$ cat config.mk
export PLATFORM = sky130hd
export DESIGN_NAME = layer_sequencer
export DESIGN_NICKNAME = d
export VERILOG_FILES = /design/src/rtl/layer_sequencer.sv
export SDC_FILE = /design/constraint.sdc
export NUM_CORES = 1
export LEC_CHECK = 0
export ABC_AREA = 1
export CAP_MARGIN = 25
export CELL_PAD_IN_SITES_DETAIL_PLACEMENT = 1
export CELL_PAD_IN_SITES_GLOBAL_PLACEMENT = 2
export CORE_MARGIN = 2
export CORE_UTILIZATION = 31
export DETAILED_ROUTE_END_ITERATION = 7
export PLACE_DENSITY = 0.94
export SLEW_MARGIN = 15
export SYNTH_ARGS = -nofsm -noshare
export SYNTH_HDL_FRONTEND = slang
export SYNTH_SLANG_ARGS = --single-unit
$ cat constraint.sdc
create_clock -name clk -period 4.1 [get_ports clk]
set_input_delay 0.615 -clock clk [delete_from_list [all_inputs] [get_ports clk]]
set_output_delay 0.615 -clock clk [all_outputs]
set_load 0.05 [all_outputs]
$ cat src/rtl/layer_sequencer.sv
// Run controller that launches conv layer engines in ascending order,
// with a per-run skip mask, watchdog, abort and error reporting.
module layer_sequencer #(
    parameter int NUM_LAYERS = 6,
    parameter int SEL_W      = 3,
    parameter int TIMEOUT_W  = 24,
    parameter int CYC_W      = 32
) (
    input  logic                  clk,
    input  logic                  rstn,
    input  logic                  init,
    input  logic                  abort,
    input  logic [NUM_LAYERS-1:0] layer_mask,
    input  logic [TIMEOUT_W-1:0]  timeout_limit,
    output logic [NUM_LAYERS-1:0] layer_init,
    input  logic [NUM_LAYERS-1:0] layer_done,
    output logic [SEL_W-1:0]      layer_sel,
    output logic                  busy,
    input  logic [3:0]            label_in,
    output logic [3:0]            label,
    output logic                  done,
    output logic                  error,
    output logic [1:0]            err_code,
    output logic [SEL_W-1:0]      err_layer,
    output logic [CYC_W-1:0]      cycle_count
);

    typedef enum logic [1:0] {
        IDLE,
        LAUNCH,
        WAIT
    } state_t;

    localparam logic [1:0] ERR_NONE    = 2'd0;
    localparam logic [1:0] ERR_ABORT   = 2'd1;
    localparam logic [1:0] ERR_TIMEOUT = 2'd2;
    localparam logic [1:0] ERR_SPUR    = 2'd3;

    state_t                state;
    state_t                state_n;
    logic [NUM_LAYERS-1:0] mask;
    logic [NUM_LAYERS-1:0] mask_n;
    logic [TIMEOUT_W-1:0]  limit;
    logic [TIMEOUT_W-1:0]  limit_n;
    logic [TIMEOUT_W-1:0]  wdog;
    logic [TIMEOUT_W-1:0]  wdog_n;
    logic [TIMEOUT_W-1:0]  wdog_inc;
    logic [SEL_W-1:0]      sel_n;
    logic [3:0]            label_n;
    logic                  done_n;
    logic                  error_n;
    logic [1:0]            code_n;
    logic [SEL_W-1:0]      elayer_n;
    logic [CYC_W-1:0]      cyc_n;
    logic [1:0]            fail_code;

    logic [NUM_LAYERS-1:0] sel_hot;
    logic                  hit;
    logic                  spurious;
    logic                  expired;
    logic                  has_next;
    logic [SEL_W-1:0]      next_sel;
    logic [SEL_W-1:0]      first_sel;

    assign sel_hot    = NUM_LAYERS'(1) << layer_sel;
    assign layer_init = (state == LAUNCH) ? sel_hot : '0;
    assign busy       = (state != IDLE);
    assign hit        = |(layer_done & sel_hot);
    assign spurious   = |(layer_done & ~sel_hot);
    assign wdog_inc   = wdog + TIMEOUT_W'(1);
    assign expired    = (state == WAIT) && (limit != '0) &&
                        (wdog_inc == limit);

    // Lowest set bit of the incoming mask picks the first layer.
    always_comb begin
        first_sel = '0;
        for (int i = NUM_LAYERS - 1; i >= 0; i--) begin
            if (layer_mask[i]) first_sel = SEL_W'(i);
        end
    end

    always_comb begin
        next_sel = '0;
        has_next = 1'b0;
        for (int i = NUM_LAYERS - 1; i >= 0; i--) begin
            if (mask[i] && (SEL_W'(i) > layer_sel)) begin
                next_sel = SEL_W'(i);
                has_next = 1'b1;
            end
        end
    end

    always_comb begin
        state_n   = state;
        mask_n    = mask;
        limit_n   = limit;
        wdog_n    = wdog;
        sel_n     = layer_sel;
        label_n   = label;
        done_n    = 1'b0;
        error_n   = error;
        code_n    = err_code;
        elayer_n  = err_layer;
        cyc_n     = cycle_count;
        fail_code = ERR_NONE;

        if ((state != IDLE) && (cycle_count != '1)) begin
            cyc_n = cycle_count + CYC_W'(1);
        end

        unique case (state)
            IDLE: begin
                if (init) begin
                    mask_n   = layer_mask;
                    limit_n  = timeout_limit;
                    cyc_n    = '0;
                    error_n  = 1'b0;
                    code_n   = ERR_NONE;
                    elayer_n = '0;
                    if (|layer_mask) begin
                        sel_n   = first_sel;
                        state_n = LAUNCH;
                    end else begin
                        done_n = 1'b1;
                    end
                end
            end
            LAUNCH, WAIT: begin
                // abort > spurious > valid done > timeout
                if (abort) begin
                    fail_code = ERR_ABORT;
                end else if (spurious) begin
                    fail_code = ERR_SPUR;
                end else if (hit) begin
                    if (has_next) begin
                        sel_n   = next_sel;
                        state_n = LAUNCH;
                    end else begin
                        state_n = IDLE;
                        done_n  = 1'b1;
                        label_n = label_in;
                    end
                end else if (expired) begin
                    fail_code = ERR_TIMEOUT;
                end else if (state == LAUNCH) begin
                    state_n = WAIT;
                    wdog_n  = '0;
                end else begin
                    wdog_n = wdog_inc;
                end

                if (fail_code != ERR_NONE) begin
                    state_n  = IDLE;
                    done_n   = 1'b1;
                    error_n  = 1'b1;
                    code_n   = fail_code;
                    elayer_n = layer_sel;
                end
            end
            default: state_n = IDLE;
        endcase
    end

    always_ff @(posedge clk) begin
        if (!rstn) begin
            state       <= IDLE;
            mask        <= '0;
            limit       <= '0;
            wdog        <= '0;
            layer_sel   <= '0;
            label       <= '0;
            done        <= 1'b0;
            error       <= 1'b0;
            err_code    <= '0;
            err_layer   <= '0;
            cycle_count <= '0;
        end else begin
            state       <= state_n;
            mask        <= mask_n;
            limit       <= limit_n;
            wdog        <= wdog_n;
            layer_sel   <= sel_n;
            label       <= label_n;
            done        <= done_n;
            error       <= error_n;
            err_code    <= code_n;
            err_layer   <= elayer_n;
            cycle_count <= cyc_n;
        end
    end

endmodule

Fig. 1: run 1, placement density heat map
Scale bar: 50 microns. The die is cut into 14 by 14 equal tiles; dark blue is low, red is high, 0 to 100% covered.
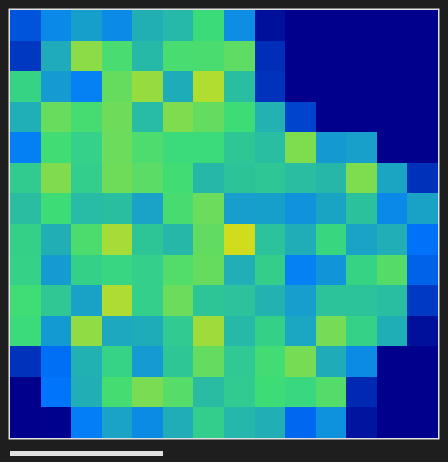
emptiest ninth of the die = upper right
mean over tiles = 35%
nearly empty tiles = 15%
fullest tile = 69%
Core Util, Final: 0.398
core area: 18000 sq um
FP Core Util: 0.316

Fig. 2: run 1, placement by cell class
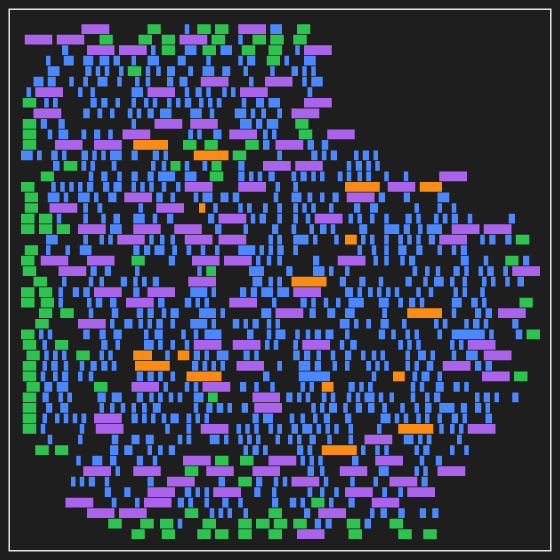
purple -> registers  # cells 101
green -> remaining buffers and delay cells  # cells 100
orange -> clock drivers and dummy loads  # cells 16
blue -> remaining logic cells  # cells 760
design area: 7170 sq um
flop share of the area: 0.282
Rows: 49

Fig. 3: run 1, cells by drive strength
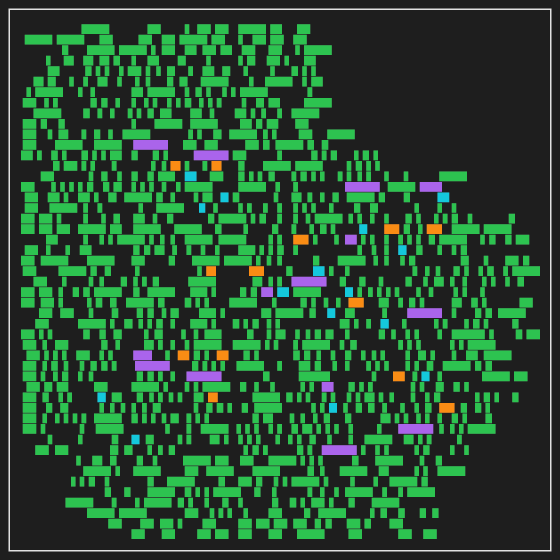
cyan -> x2  # cells 15, share 1.5%
purple -> x6 and larger  # cells 14, share 1.4%
green -> x1 and smaller  # cells 935, share 96%
orange -> x3 and x4  # cells 13, share 1.3%
bufs w/o clock: 100
Area Overhead vs Synth: 25.8%
setup ws final: 1.03 ns

==> reports/metrics.cfg, run 1 <==
[sta]
slew_violations=0
rsz0062_at_grt=no
finalClockPeriodUsage=0.749
setup_tns_ns=0
clock_skew_ns=0.0101
hold_viol_final=0
timing.fmax_mhz=326
final.min_clock_period_ns=3.07
setup_violations=0
relSlewSlack=0.445
whs_ns=0.470
tightest_slew_ns=0.832

[synthesis]
top_area_frac=0.355
ys_cells=884
top_cells_by_count=216 x nand2_1, 160 x nor2_1, 101 x dfxtp_1
postSynthAreaPerCell_sq_um=6.45
synth-edff-count=0
top_area_cell=dfxtp_1
synthArstFlopShare=0
synth-warning-count=0
ys_area_sq_um=5700
ys.flops=101
synth_area_sq_um=5700
synth_cells=884
syn_nets=934
topCellsByArea=dfxtp_1 35%, nand2_1 14%, nor2_1 11%
yosysUniqueCellTypes=43
ys_seq_share=0.355
ff_type=dfxtp_1
top_cell=nand2_1

[global_route]
grt_overflow=0
grt_pass1_vias=6097
grt_pass1_wl_microns=30100
antenna_found_initial=0
grt_max_degree=46
grtUsageTotal=0.190

[layout]
regArea_sq_um=2020
diodes=0
drive_above_1_share=0.0430
logic_area_sq_um=3220
fillers=2367
fin_cells=1206
nets=1022

[place]
hpwl_microns=13900
gp_congestion=0.870
dpl.cell_count=1190
pre_cts_slack_ns=0.968
port-buffer-count=96
placed_cell_area_sq_um=6870

[setup_path]
reg2reg_to=state[0]
cp-endpoint=layer_init[0]
worstPathCellList=inv_1 > ha_1 > inv_1 > nor2_1 > clkdlybuf4s50_1
critPathLaunch=state[1]
crit_type=reg -> out
crit_path_end_kind=primary output
rr_worst_depth=17
max_stage_delay_ns=0.74
required_ns=3.48
rrSetupSlack_ns=1.05
r2r-start=wdog[0]
start_kind=flop
cp_max_fo=21
cp_slowest_cell=clkdlybuf4s50_1
cp.arrival_ns=2.46
crit_top_cell=inv_1

[die]
die_w_microns=140
die_h_microns=140
pin_count=97
dieArea_sq_um=19500

[power]
p_leak_nw=2.72
vdd_ir_drop_max_uv=180
power_density_nw_per_um2=325
total_power_mw=2.33

[clocking]
clk_path_buf_depth=2
clk_latency_ns=0.36
holdBufCountCts=0
clock-root-buffer=clkbuf_16
cts_setup_buffers=0
cts.clk_slew.worst_paths_ns=0.08
clkSinkCount=101
cts_buffers=9
cts_tree=yes
cts_resized=0
h-tree-depth=3

[detailed_routing]
routed_wl_microns=18300
wl_per_cell_microns=15.2
postRouteAntennaNets=0
first_iter_violations=228
viasPerCell=4.86
remaining_drc_errors=0
vias=5865
drt_first_pass_iters=4

[job]
log.warning_count=29
max_cap_violations=0

[min_path]
hold_class=reg -> reg

[status]
status=complete, no violations

run 1: cell usage in the layout, fill, tap and decap left out, types with 15 or more instances in the layout:
master / count
nand2_1: 216
nor2_1: 160
dfxtp_1: 101
clkdlybuf4s50_1: 96
inv_1: 91
nand3_1: 77
a21oi_1: 48
o21ai_0: 43
nand4_1: 15
xor2_1: 15
run 1: state kept, by name (all words and copies together), names as in the netlist:
name and count:
error 1, state 2, err_code 2, wdog 24
label 4, layer_sel 3, err_layer 3, limit 24
mask 5, done 1, cycle_count 32
run 1: routing by layer:
metal | share of wire | routed length [microns] | vias to the layer above | global-route usage
met5 | 0 | 0 | - | 0
met4 | 0.013 | 242 | 0 | 0.0453
met3 | 0.029 | 540 | 14 | 0.0365
met2 | 0.48 | 8840 | 86 | 0.331
met1 | 0.47 | 8680 | 2748 | 0.244
li1 | - | - | 3017 | -
run 1: worst min-delay path by stage:
stage,end,slack [ns],cells after the start,startpoint
after CTS,err_layer[2],0.47,2,err_layer[2]
after global placement,err_layer[1],0.46,2,err_layer[1]
after global routing,error,0.49,2,error
after detailed placement,err_layer[2],0.46,2,err_layer[2]
final,error,0.47,2,error
after floorplan,mask[4],0.45,2,mask[4]
run 1: critical path: cells and delay by family, from the launching register on:
kind / cells / cell delay, ns
AND/OR/NAND/NOR: 1 / 0.11
adder cells (fa/ha/maj): 1 / 0.17
flip-flops: 1 / 0.38
buffers and inverters: 3 / 1.43
run 1: cells by family (layout without fill, tap and decap cells):
kind of cell             count (synthesis)  in the layout  share of synthesized area
XOR/XNOR                                27             27                     0.0466
adder cells (fa/ha/maj)                  6              6                     0.0132
AND/OR/NAND/NOR                        515            515                      0.389
flip-flops                             101            101                      0.355
buffers and inverters                  116            209                     0.0804
AND-OR/OR-AND                          119            119                      0.116
run 1: report_power, final:
| part | switching, mW | internal, mW |
|---|---|---|
| combinational | 0.256 | 0.144 |
| sequential | 0.0437 | 1.02 |
| clock | 0.427 | 0.440 |
| total | 0.727 | 1.60 |
run 1: layout make-up:
type                            instances  area share
Clock buffer                           10      0.0333
Tap cell                              229      0.0400
Multi-Input combinational cell        667       0.449
Inverter                               93      0.0494
Timing Repair Buffer                  100       0.138
Sequential cell                       101       0.282
Clock inverter                          6     0.00786
Fig. 4: run 1, congestion heat map
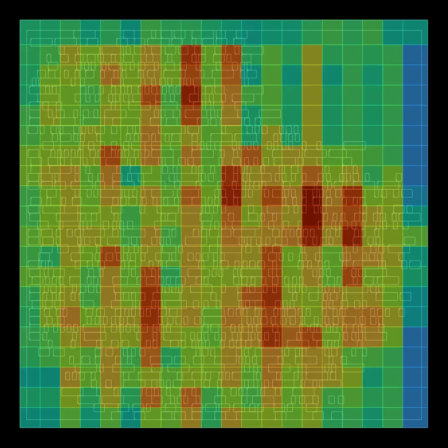

==> run 2: changes to the inputs <==
Settings changed: CORE_UTILIZATION 31 to 26, PLACE_DENSITY 0.94 to 0.85.
Clock period 4.1 ns to 2.5 ns, I/O delays scaled along.
Fig. 5: run 2, congestion heat map
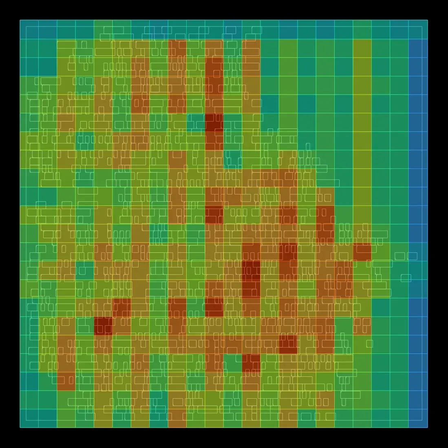
GR Util met3: 0.0251
Core Util, Final: 0.372
met1 Use GR: 0.224
global route hottest layer: met2

Fig. 6: run 2, cells by drive strength
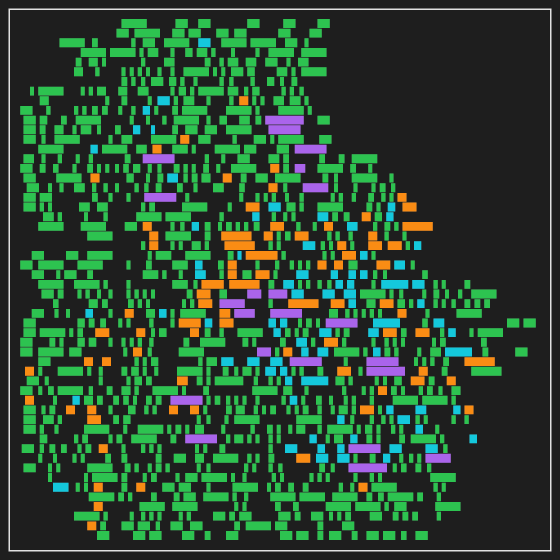
cyan -> x2  # cells 78, share 7.7%
orange -> x3 and x4  # cells 78, share 7.7%
purple -> x6 and larger  # cells 22, share 2.2%
green -> x1 and smaller  # cells 840, share 83%
setup ws final: 0.0889 ns
bufs w/o clock: 141
Area Overhead vs Synth: 41.5%
design area: 8060 sq um

==> run 2 against run 1 <==
Non-clock buffer count grew 41. Clock-buffer cell count rose by 1. Clock skew rose by 0.00097 ns. Synthesized cell count is the same. Wire length increased by 8.1%. First-iteration DRC count grew 35%. Total power grew 78%. Core utilization decreased by 2.6 points. Worst setup slack got worse by 0.94 ns. Critical path depth is 11 higher. Combinational power is about 90% higher. Critical path type is now reg -> reg. Largest power group unchanged.
==> reports/metrics.cfg, run 2 <==
[detailed_routing]
postRouteAntennaNets=0  ; unchanged
vias=6060  ; +3.3%
routed_wl_microns=19800  ; +8.1%
first_iter_violations=308  ; +35%
wl_per_cell_microns=15.3  ; +0.48%
viasPerCell=4.67  ; -4.0%
drt_first_pass_iters=4  ; unchanged
remaining_drc_errors=0  ; unchanged

[sta]
hold_viol_final=0  ; unchanged
clock_skew_ns=0.0111  ; +0.000971 ns
setup_tns_ns=0  ; unchanged
slew_violations=0  ; unchanged
tightest_slew_ns=0.567  ; -0.265 ns
setup_violations=0  ; unchanged
timing.fmax_mhz=415
whs_ns=0.472  ; +0.00147 ns
finalClockPeriodUsage=0.964
final.min_clock_period_ns=2.41
relSlewSlack=0.621  ; +0.177
rsz0062_at_grt=yes

[synthesis]
synth_cells=884  ; unchanged
ys_cells=884  ; unchanged
topCellsByArea=dfxtp_1 35%, nand2_1 14%, nor2_1 11%
top_cell=nand2_1
synthArstFlopShare=0  ; unchanged
top_area_frac=0.355  ; unchanged
top_area_cell=dfxtp_1
yosysUniqueCellTypes=43  ; unchanged
ys_area_sq_um=5700  ; unchanged
top_cells_by_count=216 x nand2_1, 160 x nor2_1, 101 x dfxtp_1
synth_area_sq_um=5700  ; unchanged
syn_nets=934  ; unchanged
ys_seq_share=0.355  ; unchanged
postSynthAreaPerCell_sq_um=6.45  ; unchanged
ys.flops=101  ; unchanged
synth-edff-count=0  ; unchanged
synth-warning-count=0  ; unchanged
ff_type=dfxtp_1

[power]
p_comb_frac=0.184  ; +0.012
seqPwrFrac=0.418  ; -0.038
pwr-share-clk=0.398  ; +0.026
power_density_nw_per_um2=513  ; +58%
p_leak_nw=3.05  ; +12%
vdd_ir_drop_max_uv=343  ; +91%
switching_share=0.289  ; -0.0227
p_int_mw=2.94  ; +83%
p_sw_mw=1.20  ; +65%

[clocking]
clk_latency_ns=0.35  ; about the same
holdBufCountCts=0  ; unchanged
clkSinkCount=101  ; unchanged
clock-root-buffer=clkbuf_16
cts.clk_slew.worst_paths_ns=0.07  ; about the same
cts_tree=yes
h-tree-depth=3  ; unchanged
clk_path_buf_depth=2  ; unchanged
cts_buffers=9  ; unchanged

[place]
hpwl_microns=15100  ; +8.6%
dpl.cell_count=1274  ; +7.1%
port-buffer-count=96  ; unchanged
gp_congestion=0.845  ; -3.0%

[setup_path]
worstPathCellList=ha_4 > nand2_4 > nor2_4 > nand2_2 > nand2_2 > nand2_4 > nand2_2 > nand3_2 > nor2_2 > nand3_2 > nor2_4 > nand2_2 > and2_4 > buf_6 > nand4_1 > a21oi_1
crit_top_cell=nand2_2
cp.arrival_ns=2.65  ; +0.19 ns
cp_slowest_cell=dfxtp_4
crit_type=reg -> reg
required_ns=2.74  ; -0.74 ns
start_kind=flop
max_stage_delay_ns=0.38  ; -0.36 ns
cp_max_fo=6  ; -71%
crit_path_end_kind=flop

[layout]
logic_area_sq_um=3590  ; +12%
reg_top3=cycle_count: 32 flops, limit: 24 flops, wdog: 24 flops
lay_top_cells=193 x nand2_1, 136 x nor2_1, 91 x dfxtp_1
regMostFlops=cycle_count
lay_top_count=nand2_1
largest_reg_flops=32  ; unchanged
nets=1063  ; +4.0%
fillers=2720  ; +15%
regArea_sq_um=2050  ; +1.4%
fin_cells=1298  ; +7.6%
drive_above_1_share=0.175  ; +0.132
diodes=0  ; unchanged

[die]
pin_count=97  ; unchanged
coreArea_sq_um=21700  ; +20%
die_w_microns=152  ; +8.9%
dieArea_sq_um=23100  ; +19%
die_h_microns=152  ; +8.9%
fp_util=0.263  ; -0.0534
rows=54  ; +10%

[job]
log.warning_count=30  ; +3.4%
max_cap_violations=0  ; unchanged

[global_route]
grtUsageTotal=0.168  ; -0.0225
antenna_found_initial=0  ; unchanged
grt_pass1_vias=6169  ; +1.2%
grt_overflow=0  ; unchanged
grt_pass1_wl_microns=31700  ; +5.2%
grt_max_degree=32  ; -30%

[status]
status=complete, no violations

[min_path]
hold_class=reg -> reg

==> run 2: critical path, delay by kind of cell (launching register included) <==
kind / cells / cell delay [ns]
adders and majority gates: 1 / 0.16
buffers and inverters: 1 / 0.16
AOI/OAI and AO/OA: 1 / 0.06
DFF: 1 / 0.38
and+or+nand+nor: 13 / 1.52
==> run 2: routing by layer <==
metal	vias up	wire length [microns]	GRT usage
met5	-	0	0
met2	73	9330	0.286
li1	3105	-	-
met4	0	235	0.0409
met1	2866	9750	0.224
met3	16	480	0.0251
==> run 2: stage by stage <==
step	utilization	instance area, sq um	total power, mW	worst slack, ns
finish	0.372	8060	4.14	0.0889
CTS	0.349	7580	4.15	0.00863
global route	0.372	8060	4.34	-0.0975
global placement	0.332	7190	2.49	-0.107
floorplan	-	5700	2.18	0.141
detailed placement	0.332	7190	2.49	-0.189
==> run 2: logic make-up (layout without fill, tap and decap cells) <==
kind of cell | count (synthesis) | count (layout) | synth area share
AND-OR/OR-AND | 119 | 119 | 0.116
flip-flops | 101 | 101 | 0.355
buffers and inverters | 116 | 250 | 0.0804
adder cells (fa/ha/maj) | 6 | 6 | 0.0132
XOR/XNOR | 27 | 27 | 0.0466
AND/OR/NAND/NOR | 515 | 515 | 0.389
==> run 2: cell type report <==
type | count | area share
Clock inverter | 5 | 0.0133
Sequential cell | 101 | 0.254
Clock buffer | 11 | 0.0289
Multi-Input combinational cell | 667 | 0.445
Inverter | 93 | 0.0449
Timing Repair Buffer | 141 | 0.170
Tap cell | 280 | 0.0435
==> run 2: what timing repair did <==
| action | 4_1_cts | 5_1_grt |
|---|---|---|
| resized | 16 | 108 |
| setup endpoints to repair | 33 | 38 |
| cloned | 0 | 2 |
| pin swaps | 2 | 26 |
| setup buffers | 0 | 6 |
==> run 2: final timing paths <==
kind                start      endpoint  slack, ns  depth (start not counted)
min          err_layer[0]  err_layer[0]       0.47                          2
max reg2reg       wdog[0]       wdog[5]       0.09                         16
min reg2reg  err_layer[0]  err_layer[0]       0.47                          2
max               wdog[0]       wdog[5]       0.09                         16
==> run 2: power groups by stage <==
stage | registers (mW) | clock network [mW] | logic [mW]
3_5_place_dp | 1.77 | 0 | 0.726
2_1_floorplan | 1.81 | 0 | 0.370
4_1_cts | 1.73 | 1.68 | 0.736
6_report | 1.73 | 1.65 | 0.762
5_1_grt | 1.74 | 1.76 | 0.845
3_3_place_gp | 1.77 | 0 | 0.718
Fig. 7: run 2, signal metal coverage by tile
Scale bar: 50 microns. The die is cut into 30 by 30 equal tiles; dark blue is low, red is high, scaled to the fullest tile. Values are wire area over tile area, all layers added.
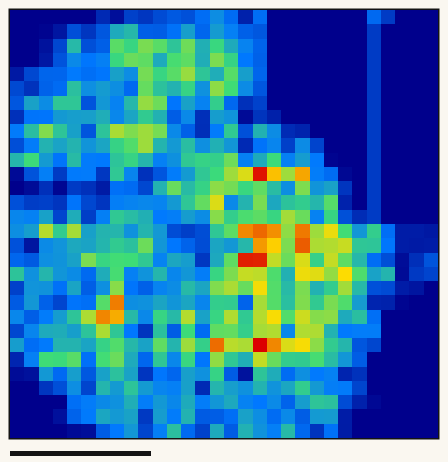

==> run 3: changes to the inputs <==
Settings changed: CORE_MARGIN 2 to default.
Fig. 8: run 3, signal metal coverage by tile
Scale bar: 50 microns. The die is cut into 30 by 30 equal tiles; dark blue is low, red is high, scaled to the fullest tile. Values are wire area over tile area, all layers added.
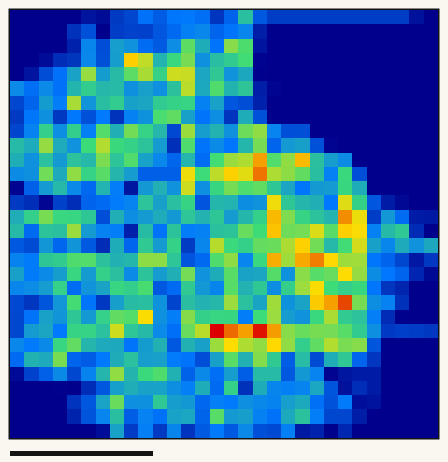
fullest tile = 0.48
mean over tiles = 0.13
tiles over half the peak = 16%
emptiest ninth of the die = upper right
densest ninth of the die = center
nearly empty tiles = 23%
Avg WL per Cell: 14.9 microns
All-Layer GR Usage: 0.176
Routed WL: 19400 microns

==> run 3 against run 2 <==
Non-clock buffer count grew 10. Sequential share of layout area rose by 0.15 points. Maximum frequency is 2.4% lower. Critical path depth grew 2. Core utilization up 0.27 points. Sequential cell count unchanged. Largest power group unchanged.
==> reports/metrics.cfg, run 3 <==
[sta]
relSlewSlack=0.622  ; about the same
tightest_slew_ns=0.567  ; -0.000500 ns
rsz0062_at_grt=yes
hold_viol_final=0  ; unchanged
timing.fmax_mhz=405  ; -2.4%
whs_ns=0.466  ; -0.00567 ns
setup_violations=0  ; unchanged
final.min_clock_period_ns=2.47  ; +0.0594 ns

[layout]
fillers=2723  ; +0.11%
nets=1073  ; +0.94%
reg_top3=cycle_count: 32 flops, limit: 24 flops, wdog: 24 flops
largest_reg_flops=32  ; unchanged
regMostFlops=cycle_count
lay_top_count=nand2_1

[setup_path]
crit_type=reg -> reg
required_ns=2.75  ; about the same
crit_path_end_kind=flop
r2r-start=wdog[1]
cp-endpoint=wdog[9]
rr_worst_depth=18  ; +2
reg2reg_to=wdog[9]
critPathLaunch=wdog[1]

[min_path]
hold_class=reg -> reg
whs_path_depth=2  ; unchanged

[synthesis]
synth-warning-count=0  ; unchanged
top_area_frac=0.355  ; unchanged
top_cell=nand2_1
synthArstFlopShare=0  ; unchanged
top_area_cell=dfxtp_1
synth-edff-count=0  ; unchanged
ff_type=dfxtp_1
yosysUniqueCellTypes=43  ; unchanged
synth_area_sq_um=5700  ; unchanged
postSynthAreaPerCell_sq_um=6.45  ; unchanged
ys_seq_share=0.355  ; unchanged
ys_area_sq_um=5700  ; unchanged
top_cells_by_count=216 x nand2_1, 160 x nor2_1, 101 x dfxtp_1

[clocking]
holdBufCountCts=0  ; unchanged
cts_buffers=9  ; unchanged
cts_tree=yes
h-tree-depth=3  ; unchanged

[detailed_routing]
drt_first_pass_iters=4  ; unchanged
postRouteAntennaNets=0  ; unchanged
remaining_drc_errors=0  ; unchanged
first_iter_violations=244  ; -21%

[die]
die_h_microns=150  ; -1.3%
fp_util=0.269  ; +0.00579
pin_count=97  ; unchanged
rows=53  ; -1.9%
die_w_microns=150  ; -1.3%
coreArea_sq_um=21200  ; -2.2%
dieArea_sq_um=22500  ; -2.6%

[global_route]
grt_pass1_wl_microns=30900  ; -2.6%
grt_max_degree=32  ; unchanged
antenna_found_initial=0  ; unchanged

[status]
status=complete, no violations

[power]
power_density_nw_per_um2=492  ; -4.2%
p_leak_nw=3.04  ; -0.49%
total_power_mw=3.90  ; -5.6%
vdd_ir_drop_max_uv=265  ; -23%

[place]
hpwl_microns=15100  ; -0.23%

[job]
log.warning_count=30  ; unchanged

Fig. 9: run 3, cells by drive strength
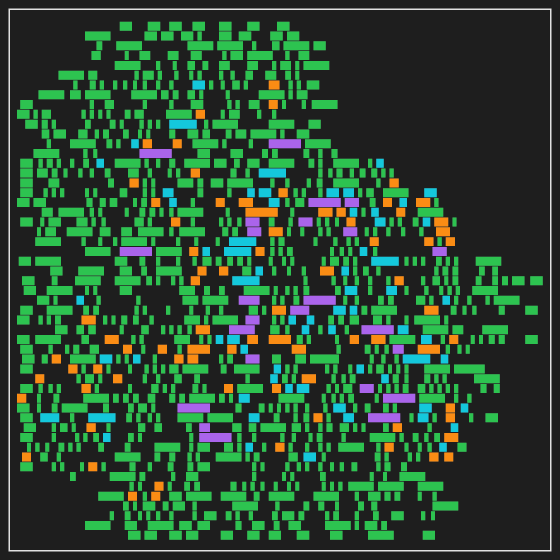
purple -> x6 and larger  # cells 24, share 2.3%
cyan -> x2  # cells 66, share 6.4%
orange -> x3 and x4  # cells 76, share 7.4%
green -> x1 and smaller  # cells 862, share 84%
setup ws final: 0.0295 ns
Area Overhead vs Synth: 39.4%
design area: 7940 sq um
bufs w/o clock: 151

run 3: cell counts after synthesis:
Identical to the previous run, type by type.
run 3: metal layers:
metal  global-route usage  vias to the layer above  part of all wire
met2                0.283                       90              0.46
met5                    0                        -                 0
met1                0.238                     2888              0.49
li1                     -                     3127                 -
met3               0.0317                       14             0.040
met4               0.0500                        0             0.015
run 3: logic make-up after synthesis:
kind of cell             count (synthesis)  share of synthesized area
AND-OR/OR-AND                          119                      0.116
buffers and inverters                  116                     0.0804
adder cells (fa/ha/maj)                  6                     0.0132
XOR/XNOR                                27                     0.0466
flip-flops                             101                      0.355
AND/OR/NAND/NOR                        515                      0.389
run 3: worst max-delay path, stage by stage (launching register included):
cell,delay [ns]
dfxtp_2,0.35
buf_6,0.10
nand2_2,0.05
nor2_4,0.22
nand2_2,0.11
nor2_4,0.19
nand2_2,0.09
buf_4,0.13
nand3b_1,0.09
nand2_2,0.07
nand2_2,0.09
nor2_2,0.05
nand2_2,0.07
nor2_4,0.06
nand2_2,0.06
and2_4,0.24
clkbuf_16,0.19
nor2_4,0.03
o21a_1,0.15
run 3: worst min-delay path by stage:
stage | start | end | slack, ns
4_1_cts | err_code[0] | err_code[0] | 0.48
3_3_place_gp | err_layer[2] | err_layer[2] | 0.46
2_1_floorplan | mask[4] | mask[4] | 0.45
3_5_place_dp | err_layer[2] | err_layer[2] | 0.46
6_report | err_code[0] | err_code[0] | 0.47
5_1_grt | err_layer[2] | err_layer[2] | 0.49
run 3: layout make-up:
| type | count | area (sq um) | area share |
|---|---|---|---|
| clock buffers | 9 | 225 | 0.0284 |
| repair buffers | 151 | 1420 | 0.179 |
| multi-input cells | 667 | 3500 | 0.440 |
| inverters | 93 | 362 | 0.0455 |
| flip-flops and latches | 101 | 2030 | 0.256 |
| well taps | 275 | 344 | 0.0433 |
| clock inverters | 7 | 65.1 | 0.00819 |
run 3: where the power goes:
| group | switching [mW] | internal [mW] |
|---|---|---|
| clock | 0.718 | 0.702 |
| sequential | 0.0651 | 1.67 |
| combinational | 0.461 | 0.287 |
run 3: per-stage QoR:
stage | setup WS (ns) | utilization | instances | cell area [sq um]
6_report | 0.0295 | 0.374 | 1303 | 7940
5_1_grt | -0.128 | 0.374 | 1303 | 7940
4_1_cts | 0.00511 | 0.356 | 1295 | 7560
3_5_place_dp | -0.0493 | 0.341 | 1278 | 7240
3_3_place_gp | 0.0408 | 0.341 | 1278 | 7240
2_1_floorplan | 0.141 | - | 884 | 5700
run 3: timing repair:
item / 4_1_cts / 5_1_grt
pin swaps: 1 / 15
endpoints found under the hold margin: 0 / 0
gates cloned: 0 / 1
setup buffers: 1 / 7
endpoints found under the setup margin: 24 / 40
resized: 5 / 88
Power figures rest on the tool's default switching activity, not on a simulated workload.
